### Gate families picked out, run 1

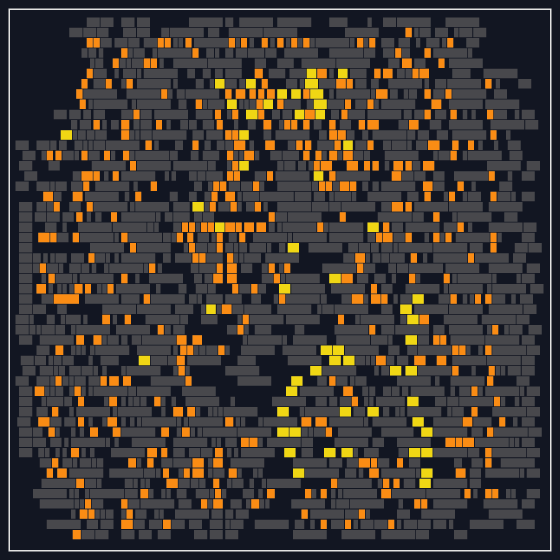
### Signal wires by layer, run 1

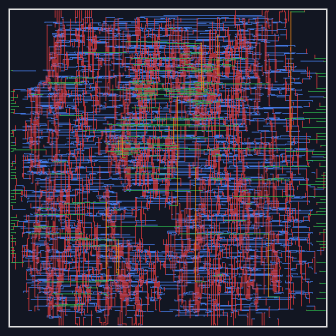
### Nets reached from selected ports, run 1

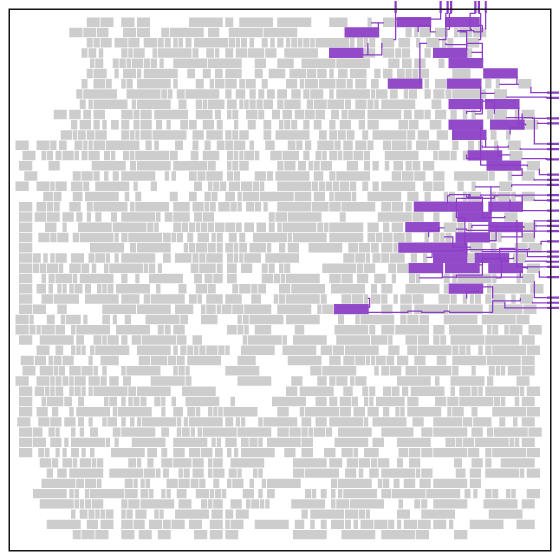
**src/rtl/mult_pkg.sv**
```systemverilog
// mult_pkg: shared FSM encoding and sizing for the sequential shift-add multiplier
package mult_pkg;
  typedef enum logic [1:0] {IDLE, CALC, FIX} state_t;
  localparam int DEF_WIDTH = 32;
  function automatic int cnt_w(input int w);
    return $clog2(w) + 1;
  endfunction
endpackage

```
**src/rtl/mult_shift_add_dp.sv**
```systemverilog
// mult_shift_add_dp: operand registers, shift-add accumulator and sign fixup for HI/LO
// Ports: load latches |a|,|b| and sign; step runs one shift-add iteration;
// fix writes {hi,lo} from the accumulator shifted right by rem and negated if needed.
// rest_zero (only with MULT_EARLY_TERM_EN) flags that no multiplier bits remain above bit 0.
module mult_shift_add_dp
  import mult_pkg::*;
#(
  parameter int WIDTH = DEF_WIDTH,
  parameter int CW = cnt_w(WIDTH)
) (
`ifdef MULT_EARLY_TERM_EN
  output logic rest_zero,
`endif
  input logic clk,
  input logic rst_n,
  input logic load,
  input logic step,
  input logic fix,
  input logic sign,
  input logic [WIDTH-1:0] a,
  input logic [WIDTH-1:0] b,
  input logic [CW-1:0] rem,
  output logic [WIDTH-1:0] hi,
  output logic [WIDTH-1:0] lo
);
  logic [WIDTH-1:0] mcand, mplier, abs_a, abs_b;
  logic [2*WIDTH-1:0] acc, aligned, res;
  logic [WIDTH:0] sum;
  logic neg;
  // the most-negative value negates to itself, which read unsigned is the right magnitude
  assign abs_a = (sign & a[WIDTH-1]) ? -a : a;
  assign abs_b = (sign & b[WIDTH-1]) ? -b : b;
  assign sum = {1'b0, acc[2*WIDTH-1:WIDTH]} + {1'b0, mplier[0] ? mcand : '0};
  assign aligned = acc >> rem;
  assign res = neg ? -aligned : aligned;
`ifdef MULT_EARLY_TERM_EN
  assign rest_zero = ~|mplier[WIDTH-1:1];
`endif
  always_ff @(posedge clk or negedge rst_n)
    if (!rst_n) begin
      mcand <= '0;
      mplier <= '0;
      acc <= '0;
      neg <= 1'b0;
      hi <= '0;
      lo <= '0;
    end else begin
      if (load) begin
        mcand <= abs_a;
        mplier <= abs_b;
        neg <= sign & (a[WIDTH-1] ^ b[WIDTH-1]);
        acc <= '0;
      end else if (step) begin
        acc <= {sum, acc[WIDTH-1:1]};
        mplier <= mplier >> 1;
      end
      if (fix) {hi, lo} <= res;
    end
endmodule

```
**src/rtl/mult_sequencer.sv**
```systemverilog
// mult_sequencer: multi-cycle MULT/MULTU unit with HI/LO, busy, stall and done
// Ports: start_mult/mult_sign/op_a/op_b issue a multiply; rd_hi/rd_lo flag MFHI/MFLO
// in decode; hi_out/lo_out are HI/LO; busy while not IDLE; stall freezes the pipe
// while a dependent op waits; done pulses one cycle when HI/LO get a new result.
// Build option MULT_EARLY_TERM_EN: leave CALC once the remaining multiplier bits are zero.
module mult_sequencer
  import mult_pkg::*;
#(
  parameter int WIDTH = DEF_WIDTH
) (
  input logic clk,
  input logic rst_n,
  input logic start_mult,
  input logic mult_sign,
  input logic [WIDTH-1:0] op_a,
  input logic [WIDTH-1:0] op_b,
  input logic rd_hi,
  input logic rd_lo,
  output logic [WIDTH-1:0] hi_out,
  output logic [WIDTH-1:0] lo_out,
  output logic busy,
  output logic stall,
  output logic done
);
  localparam int CW = cnt_w(WIDTH);
  state_t state, nxt;
  logic [CW-1:0] cnt, rem;
  logic last, load;
  assign busy = state != IDLE;
  assign stall = busy & (rd_hi | rd_lo | start_mult);
  assign load = (state == IDLE) & start_mult;
`ifdef MULT_EARLY_TERM_EN
  logic rest_zero;
  // cnt counts iterations done; the unshifted remainder still has to be applied
  assign last = rest_zero | (cnt == CW'(WIDTH - 1));
  assign rem = CW'(WIDTH) - cnt;
`else
  assign last = cnt == CW'(WIDTH - 1);
  assign rem = '0;
`endif
  always_comb
    nxt = (state == IDLE) ? (start_mult ? CALC : IDLE) :
          (state == CALC) ? (last ? FIX : CALC) : IDLE;
  always_ff @(posedge clk or negedge rst_n)
    if (!rst_n) state <= IDLE;
    else state <= nxt;
  always_ff @(posedge clk or negedge rst_n)
    if (!rst_n) begin
      cnt <= '0;
      done <= 1'b0;
    end else begin
      cnt <= load ? '0 : (state == CALC) ? cnt + 1'b1 : cnt;
      done <= state == FIX;
    end
  mult_shift_add_dp #(.WIDTH(WIDTH), .CW(CW)) u_dp (
`ifdef MULT_EARLY_TERM_EN
    .rest_zero(rest_zero),
`endif
    .clk(clk),
    .rst_n(rst_n),
    .load(load),
    .step(state == CALC),
    .fix(state == FIX),
    .sign(mult_sign),
    .a(op_a),
    .b(op_b),
    .rem(rem),
    .hi(hi_out),
    .lo(lo_out)
  );
endmodule

```
**config.mk**
```make
export PLATFORM = sky130hd
export DESIGN_NAME = mult_sequencer
export DESIGN_NICKNAME = d
export VERILOG_FILES = /design/src/rtl/mult_pkg.sv /design/src/rtl/mult_shift_add_dp.sv /design/src/rtl/mult_sequencer.sv
export SDC_FILE = /design/constraint.sdc
export NUM_CORES = 1
export LEC_CHECK = 0
export CORE_UTILIZATION = 59
export DETAILED_ROUTE_END_ITERATION = 10
export GPL_ROUTABILITY_DRIVEN = 0
export PLACE_DENSITY = 0.83
export SYNTH_ARGS = -nofsm -noshare
export SYNTH_HDL_FRONTEND = slang
export SYNTH_SLANG_ARGS = --single-unit
```
**constraint.sdc**
```tcl
create_clock -name clk -period 6.6 [get_ports clk]
set_input_delay 0.99 -clock clk [delete_from_list [all_inputs] [get_ports clk]]
set_output_delay 0.99 -clock clk [all_outputs]
set_load 0.03 [all_outputs]
```
==> flow_summary.json, run 1 <==
{
  "grtUsageMet1_pct": 40.0,
  "cp_num_cells": 12,
  "io_pins": 137,
  "dpl.cell_count": 1673,
  "die-width_um": 143,
  "yosysSeqAreaShare_pct": 42.9,
  "arrival_ns": 4.34,
  "clock_buf_count": 33,
  "cts_max_level": 1,
  "crit_type": "reg2reg",
  "sh_seq_area_pct": 36.1,
  "postPlaceCellArea_um2": 13300,
  "cts.reportedPaths.clkPinSlew_ns": 0.06,
  "enable_flop_cells": 0,
  "fp_util_pct": 60.3,
  "layout.cells.most_common_list": "nand2_1, dfrtp_1, o21ai_0",
  "critical-path-top-delay-family": "AND-OR/OR-AND gates",
  "finalWirelength_mm": 27.2,
  "slowest_stage": "dfrtp_1",
  "lkg_pwr_nw": 6.02,
  "drc_viols": 0,
  "grt_pass1_vias": 9321,
  "finalNonFillerCells": 1713,
  "power_sequential_mw": 1.87,
  "cts_tree": "built",
  "worstSetupEndpoint": "u_dp.acc[59]",
  "vias_per_cell": 5.86,
  "drt-met1-wl_mm": 12.8,
  "grt_busiest_layer": "met2",
  "worst-endpoint-required_ns": 7.03,
  "post-place-ws_ns": 2.80,
  "topCellsByArea": "dfrtp_1, o21ai_0, nand2_1, xor2_1, xnor2_1",
  "lay_top_count": "nand2_1",
  "drive_gt1_share_pct": 4.35,
  "route.met3.wl_mm": 1.82,
  "status": "finished clean",
  "clock-root-buffer": "clkbuf_16",
  "die-height_um": 143,
  "top_power_group": "sequential cells",
  "cts_hold_buffers": 0,
  "cts.sink_count": 202,
  "clk_latency_ns": 0.51,
  "hp-class": "in2async",
  "inverter_tally_of_the_final_layout_excluding_the_clock_network": 23,
  "synth-simple-area-share_pct": 17.9,
  "vdd.ir_drop.worst_mv": 0.149
}
## Picture notes: 'Gate families picked out'
family	color	cells
non-inverting ao/oa cells	yellow	56
aoi and oai cells	orange	348

## Picture notes: 'Signal wires by layer'
layer	color	wire length
metal 1	blue	12,800 um
metal 3	green	1,820 um
metal 4	orange	324 um
metal 2	red	12,300 um

## Picture notes: 'Nets reached from selected ports'
port	color	bits	direction	edge	end cells	buffers	wire
hi_out	purple	32	output	25 east, 7 north	32	32	737 um

### Clock distribution, run 1

Scale bar: 50 um.
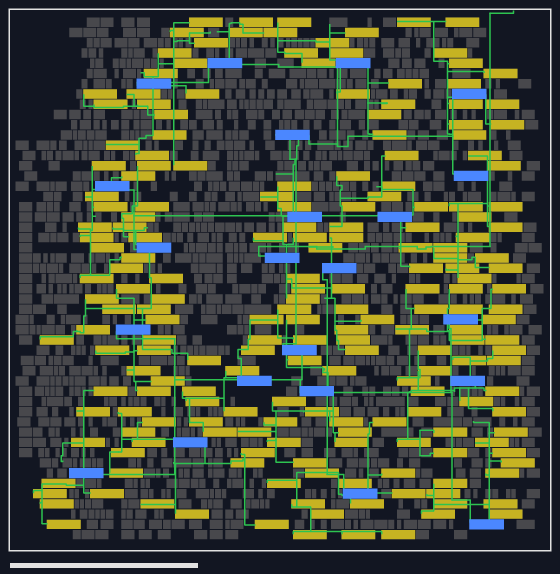

==> run 2, diff against run 1 <==
--- a/config.mk
+++ b/config.mk
@@ -5,10 +5,10 @@
 export SDC_FILE = /design/constraint.sdc
 export NUM_CORES = 1
 export LEC_CHECK = 0
-export CORE_UTILIZATION = 59
+export CORE_UTILIZATION = 57
 export DETAILED_ROUTE_END_ITERATION = 10
 export GPL_ROUTABILITY_DRIVEN = 0
-export PLACE_DENSITY = 0.83
+export PLACE_DENSITY = 0.81
 export SYNTH_ARGS = -nofsm -noshare
 export SYNTH_HDL_FRONTEND = slang
 export SYNTH_SLANG_ARGS = --single-unit
==> constraint.sdc (replaced) <==
create_clock -name clk -period 3.6 [get_ports clk]
set_input_delay 0.54 -clock clk [delete_from_list [all_inputs] [get_ports clk]]
set_output_delay 0.54 -clock clk [all_outputs]
set_load 0.03 [all_outputs]
### Clock distribution, run 2

Scale bar: 50 um.
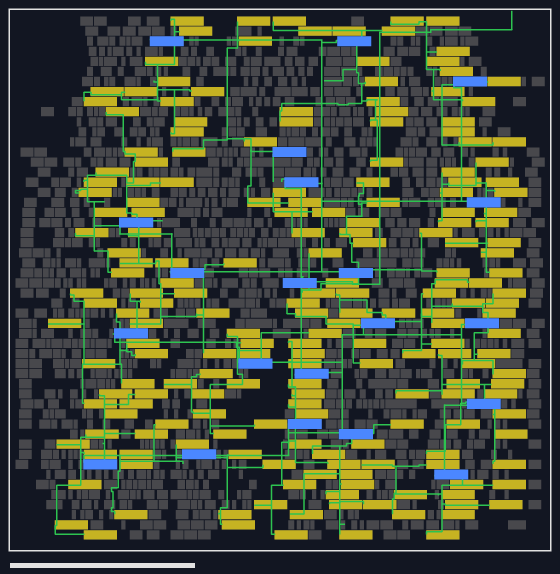
[clock drivers] blue | count: 21
[flip-flops] yellow | count: 202
[clock wires] green | length: 2,530 um
flops lie	spread over the die

==> run 2 against run 1 <==
Register-to-register slack worse by 2.4 ns. Clock-buffer cell count decreased by 2. Sequential share of layout area down 0.11 points. Clock power rose by 83%. Worst hold slack got worse by 0.38 ns. Global-route usage is 1.4 points lower. Final cell count is 0.53% higher. Largest power group unchanged.
==> flow_summary.json, run 2 <==
{
  "die-width_um": 146,
  "drt-met1-wl_mm": 12.9,
  "finalWirelength_mm": 27.0,
  "post-place-ws_ns": 0.332,
  "worst-endpoint-required_ns": 3.95,
  "status": "finished clean",
  "vdd.ir_drop.worst_mv": 0.308,
  "synth-simple-area-share_pct": 17.9,
  "lkg_pwr_nw": 6.04,
  "grtUsageMet1_pct": 37.6,
  "yosysSeqAreaShare_pct": 42.9,
  "slowest_stage": "or4_4",
  "grt_pass1_vias": 9297,
  "enable_flop_cells": 0,
  "io_pins": 137,
  "drive_gt1_share_pct": 4.41,
  "route.met3.wl_mm": 1.63,
  "cts_hold_buffers": 0,
  "cp_num_cells": 8,
  "grt_busiest_layer": "met2",
  "die-height_um": 146,
  "clk_latency_ns": 0.51,
  "hp-class": "in2async",
  "power_sequential_mw": 3.40,
  "crit_type": "reg2reg",
  "cts.reportedPaths.clkPinSlew_ns": 0.06,
  "clock_buf_count": 31,
  "drc_viols": 0,
  "postPlaceCellArea_um2": 13400,
  "arrival_ns": 3.62,
  "topCellsByArea": "dfrtp_1, o21ai_0, nand2_1, xor2_1, xnor2_1",
  "top_power_group": "sequential cells",
  "cts_tree": "built",
  "critical-path-top-delay-family": "simple AND/OR/NAND/NOR gates",
  "dpl.cell_count": 1685,
  "cts_max_level": 1,
  "finalNonFillerCells": 1722,
  "cts.sink_count": 202,
  "vias_per_cell": 5.84
}
Power figures rest on the tool's default switching activity, not on a simulated workload.
